==> config.mk <==
export PLATFORM = sky130hd
export DESIGN_NAME = uart_rx_apb_periph
export DESIGN_NICKNAME = d
export VERILOG_FILES = /design/src/rtl/uart_rx_apb_periph.sv
export SDC_FILE = /design/constraint.sdc
export NUM_CORES = 1
export LEC_CHECK = 0
export ABC_CLOCK_PERIOD_IN_PS = 2440
export CAP_MARGIN = 20
export CORE_MARGIN = 2
export CORE_UTILIZATION = 46
export CTS_CLUSTER_DIAMETER = 60
export CTS_CLUSTER_SIZE = 40
export DETAILED_ROUTE_END_ITERATION = 10
export DONT_BUFFER_PORTS = 1
export PLACE_DENSITY_LB_ADDON = 0.15
export RECOVER_POWER = 100
export SLEW_MARGIN = 10
export SYNTH_ARGS = -nofsm -noshare
export SYNTH_HDL_FRONTEND = slang
export SYNTH_SLANG_ARGS = --single-unit
==> constraint.sdc <==
create_clock -name PCLK -period 2.44 [get_ports PCLK]
set_input_delay 0.366 -clock PCLK [delete_from_list [all_inputs] [get_ports PCLK]]
set_output_delay 0.366 -clock PCLK [all_outputs]
set_load 0.03 [all_outputs]
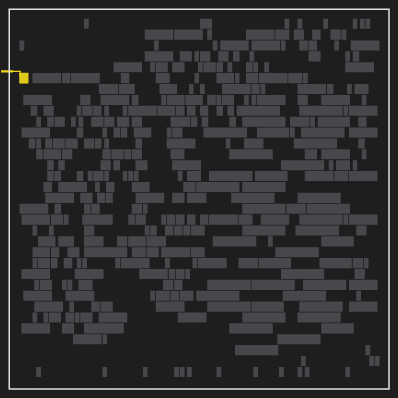
Run 1: I/O nets highlighted
Scale: 4 px per micron.
legend:
  yellow:
    port: rx
    bits: 1
    direction: input
    end_cells: 1
    buffers: 0
    wire: 3.30 microns
I/O pin count: 75
port bufs: 0

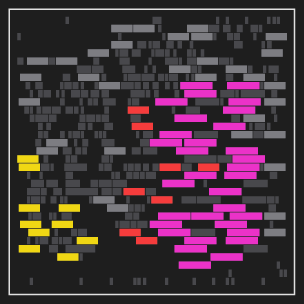
Run 1: where the registers sit
Scale: 3 px per micron. Other sequential cells in the stronger grey, the rest of the logic in the fainter grey.
legend:
  red:
    netlist_name: shreg
    flops: 8
  magenta:
    netlist_name: mem
    flops: 32
  yellow:
    netlist_name: div_cnt
    flops: 10
    where: lower left
not coloured: 33
Reg area: 0.001982 sq mm
flop share of the area: 49.36%
Seq power: 0.00145 W

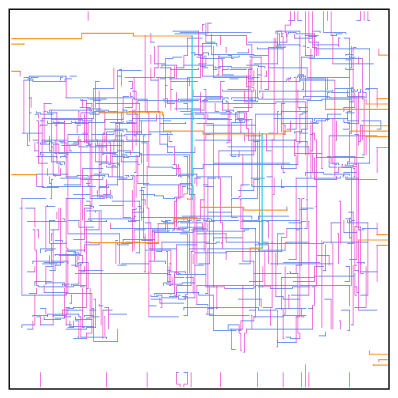
Run 1: metal layers overlaid
Scale: 4 px per micron.
legend:
  blue:
    layer: met1
    wire_length: 2950 microns
  cyan:
    layer: met4
    wire_length: 69.4 microns
  orange:
    layer: met3
    wire_length: 235 microns
  magenta:
    layer: met2
    wire_length: 3350 microns
wire per inst: 14.43 microns
total track usage: 15.71%
total number of vias: 2350
WL final: 6595 microns

==> results_dict.tcl, run 1 <==
# metrics dict for downstream scripts
set metrics [dict create \
    outcome "finished clean" \
    cts_setup_buffers 0 \
    sh_comb_area_pct 39.89 \
    drt_iter0_drc 98 \
    final_common_cell "dfxtp_1" \
    hold_ws_ns 0.08598 \
    synth-edff-count 32 \
    fillers 778 \
    dpl-instance-area_sq_mm 0.003844 \
    finalSetupViolations 0 \
    ys_warn_count 0 \
    postRouteAntennaNets 0 \
    total_leakage_power_nw 1.477 \
    relSlewSlack_pct 59.23 \
    dieArea_sq_mm 0.008942 \
    taps 105 \
    grt_pass1_wl_microns 10580 \
    period_used_pct 92.62 \
    core_area_sq_mm 0.008093 \
    ys.flop_type "dfxtp_1" \
    firstDrtPassIters 4 \
    fin_util_pct 49.61 \
    layout.area.comb_sq_mm 0.001602 \
    syn_area_per_cell_sq_um 11.10 \
    cp.depth 7 \
    fin_crit_ns 2.260 \
    clkCellAreaFrac_pct 5.391 \
    crit_family "simple AND/OR/NAND/NOR gates" \
    crit_type "reg -> reg" \
    rsz0062_at_grt "false" \
    buffers 11 \
    tns_ns 0 \
    clk_pin_slew_ns 0.08 \
    lay_top_cells "dfxtp_1, nor2_1, edfxtp_1" \
    maxCapViolations 0 \
    grt_overflow_total 0 \
    vias_per_cell 5.142 \
    pwr-share-clk_pct 41.0 \
    tightestPinTransition_ns 0.6031 \
    place_inst 441 \
    antenna_found_initial 0 \
    irDropWorstVdd_mv 0.3285 \
    hold_violations 0 \
    slew_viol_final 0 \
    drc 0 \
    max_freq_mhz 442.5 \
    path_cells "ha_1, nand3_1, nor4_4, o2111ai_1, clkinv_1, and2_0, clkbuf_2" \
    yosys_register_bits 83 \
    cp.buffers_inverters 2 \
    cp_max_fo 8 \
    grt_max_degree 45 \
]
## run 1: cells by family (layout without fill, tap and decap cells)
group | Yosys count | count (layout) | share of synthesized area (%)
xor gates and xnor gates | 14 | 14 | 3.250
other | 1 | 24 | 0.09941
muxes | 18 | 18 | 7.463
DFF | 83 | 83 | 52.54
AOI/OAI and AO/OA | 39 | 39 | 7.197
buffers and inverters | 45 | 34 | 6.932
and+or+nand+nor | 130 | 130 | 19.20
adders and majority gates | 10 | 10 | 3.317
## run 1: metal layers
metal	routed length [microns]	GRT usage (%)
met1	2945	18.08
met5	0	0
met4	69	4.348
met3	234	5.587
met2	3345	27.68
## run 1: cells in the mapped netlist (3+ instances only)
cell type  number  area [sq um]
nand3b_1        3         22.52
nand4b_1        4         35.03
nor2b_1         4         25.02
o21ai_0         4         20.02
dfxtp_1        51          1021
buf_4          24         180.2
and3_1          3         18.77
nand4_1         3         18.77
xnor2_1         9         78.83
nor3_1          6         30.03
a222oi_1        5         50.05
xor2_1          5         43.79
mux4_2          8         180.2
nand2b_1        7         43.79
a22oi_1         6         45.04
clkbuf_1       10         37.54
nand3_1        11         55.05
a21oi_1        11         55.05
edfxtp_1       32         960.9
nand2_1        18         67.56
or3_1           3         18.77
mux2i_1         9         90.09
nor2_1         45         168.9
inv_1           6         22.52
ha_1           10         125.1
and2_1          5         31.28
## run 1: power groups by stage
stage	sequential [W]	clock, W	combinational, W
after global routing	0.00145	0.00116	0.000101
after CTS	0.00145	0.00111	0.0000932
after floorplan	0.00147	0	0.000124
after detailed placement	0.00148	0	0.0000930
after global placement	0.00148	0	0.0000927
final	0.00145	0.00107	0.0000921
Run 1, ports around the boundary:
Scale: 3 px per micron. Pins as bars across the die edge, other pins in grey.
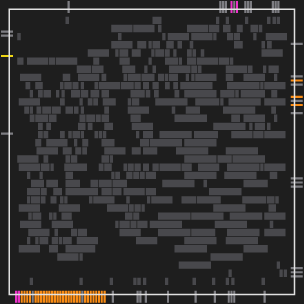

==> run 1 -> run 2 <==
Settings changed: ABC_CLOCK_PERIOD_IN_PS 2440 to 2150, CAP_MARGIN 20 to 5.
Clock period 2.44 ns to 2.15 ns, I/O delays scaled along.
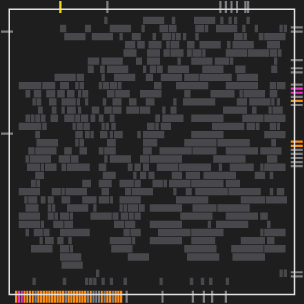
Run 2: ports around the boundary
Scale: 3 px per micron. Pins as bars across the die edge, other pins in grey.
legend:
  magenta:
    port: PADDR
    pins: 4
    direction: input
    edge: 2 bottom, 2 right
  orange:
    port: PWDATA
    pins: 32
    direction: input
    edge: 29 bottom, 3 right
  yellow:
    port: rx
    pins: 1
    direction: input
    edge: top
chip height: 94.56 microns
DIE WIDTH: 94.56 microns

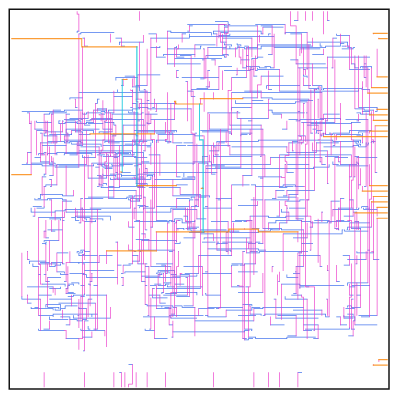
Run 2: metal layers overlaid
Scale: 4 px per micron.
legend:
  cyan:
    layer: met4
    wire_length: 90.7 microns
  blue:
    layer: met1
    wire_length: 3020 microns
  magenta:
    layer: met2
    wire_length: 3430 microns
  orange:
    layer: met3
    wire_length: 220 microns
total number of vias: 2423
WL final: 6760 microns

==> results_dict.tcl, run 2 <==
# metrics dict for downstream scripts
set metrics [dict create \
    ys_warn_count 0 \
    cp.buffers_inverters 1 \
    nets 408 \
    crit_family "simple AND/OR/NAND/NOR gates" \
    fillers 769 \
    cp_max_fo 6 \
    area_leaders "dfxtp_1, edfxtp_1, buf_4, mux4_2, nor2_1" \
    yosys_register_bits 83 \
    finalSetupViolations 0 \
    layout.area.comb_sq_mm 0.001630 \
    synthCells 340 \
    grt_overflow_total 0 \
    hold_violations 0 \
    dpl-instance-area_sq_mm 0.003973 \
    setup_slack_ns 0.1076 \
    cts.path.max_buffers 2 \
    synth_cell_types 55 \
    total_leakage_power_nw 1.529 \
    yosys_cells 340 \
    cp.depth 7 \
    r2r_cells 7 \
    max_freq_mhz 489.6 \
    common_cells "dfxtp_1, nor2_1, edfxtp_1" \
    irDropWorstVdd_mv 0.3289 \
    fin_util_pct 50.99 \
    path_cells "inv_1, ha_1, nand3b_2, or3_4, a21oi_1, nor3b_1, mux2_2" \
    final_common_cell "dfxtp_1" \
    rsz0062_at_grt "false" \
    grt_pass1_wl_microns 10830 \
    syn_area_per_cell_sq_um 11.10 \
    wl_per_cell_microns 14.51 \
    tns_ns 0 \
    crit_arrival_ns 2.29 \
    powerDensity_mw_per_mm2 669.7 \
    critPathMaxStageDelay_ns 0.39 \
    synthArstFlopShare_pct 0 \
    postRouteAntennaNets 0 \
    clk_pin_slew_ns 0.09 \
    drc 0 \
    relSlewSlack_pct 65.46 \
    clock-root-buffer "clkbuf_8" \
    synth-edff-count 32 \
    period_used_pct 94.99 \
    port_buffers 0 \
    ys.flop_type "dfxtp_1" \
    drt_iter0_drc 83 \
    tightestPinTransition_ns 0.5109 \
    slew_viol_final 0 \
    yosysTopAreaCellShare_pct 27.06 \
    grt_usage_pct 15.98 \
    pwr-share-clk_pct 36.7 \
    maxCapViolations 0 \
    p_int_w 0.002084 \
    seq_area_sq_mm 0.001984 \
    p_sw_share_pct 24.60 \
    fin_crit_ns 2.042 \
    dieArea_sq_mm 0.008942 \
    outcome "finished clean" \
    vias_per_cell 5.200 \
    yosysMostFrequentCell "dfxtp_1" \
    yosysSeqAreaShare_pct 52.54 \
    largest_area_cell "dfxtp_1" \
    final_area_sq_mm 0.004126 \
    synthToLayoutAreaGrowth_pct 9.386 \
    ios 75 \
    core_area_sq_mm 0.008093 \
    lay_top_cells "dfxtp_1, nor2_1, edfxtp_1" \
    firstDrtPassIters 4 \
    grt_max_degree 45 \
    antenna_found_initial 0 \
    gp_congestion 0.7828 \
    crit_type "reg -> reg" \
]
-- run 2: layout make-up --
type	count	share of cell area [%]
Timing Repair Buffer	20	4.397
Sequential cell	83	48.09
Clock inverter	6	1.092
Tap cell	105	3.184
Inverter	7	0.6367
Clock buffer	10	3.093
Multi-Input combinational cell	235	39.51
-- run 2: routing by layer --
layer  track usage [%]  up-vias  share of wire, %
li1                  -     1205                 -
met1             19.01     1174                45
met2             27.86       37                51
met3             4.868        7               3.2
met4             4.831        0               1.3
met5                 0        -                 0
-- run 2: repair_timing --
action | 4_1_cts | 5_1_grt
buffers inserted | 0 | 1
resized | 0 | 5
setup endpoints to repair | 0 | 34
-- run 2: power by group through the flow --
| stage | logic (W) | clock network, W | registers, W |
|---|---|---|---|
| global route | 0.000116 | 0.00111 | 0.00164 |
| floorplan | 0.000141 | 0 | 0.00167 |
| global placement | 0.000108 | 0 | 0.00168 |
| detailed placement | 0.000109 | 0 | 0.00168 |
| CTS | 0.000109 | 0.00105 | 0.00164 |
| finish | 0.000107 | 0.00102 | 0.00164 |
-- run 2: metrics by stage --
stage	cells	hold slack [ns]
2_1_floorplan	363	0.3895
3_3_place_gp	449	0.3961
3_5_place_dp	449	0.3979
4_1_cts	465	0.01321
5_1_grt	466	0.004979
6_report	466	0.02700
-- run 2: cell families (layout without fill, tap and decap cells) --
family / after synthesis / after routing / synth area share (%)
simple gates: 130 / 130 / 19.20
flops: 83 / 83 / 52.54
buf+inv: 45 / 43 / 6.932
compound gates: 39 / 39 / 7.197
mux: 18 / 18 / 7.463
xor+xnor: 14 / 14 / 3.250
fa+ha+maj: 10 / 10 / 3.317
other cells: 1 / 24 / 0.09941
Power figures rest on the tool's default switching activity, not on a simulated workload.
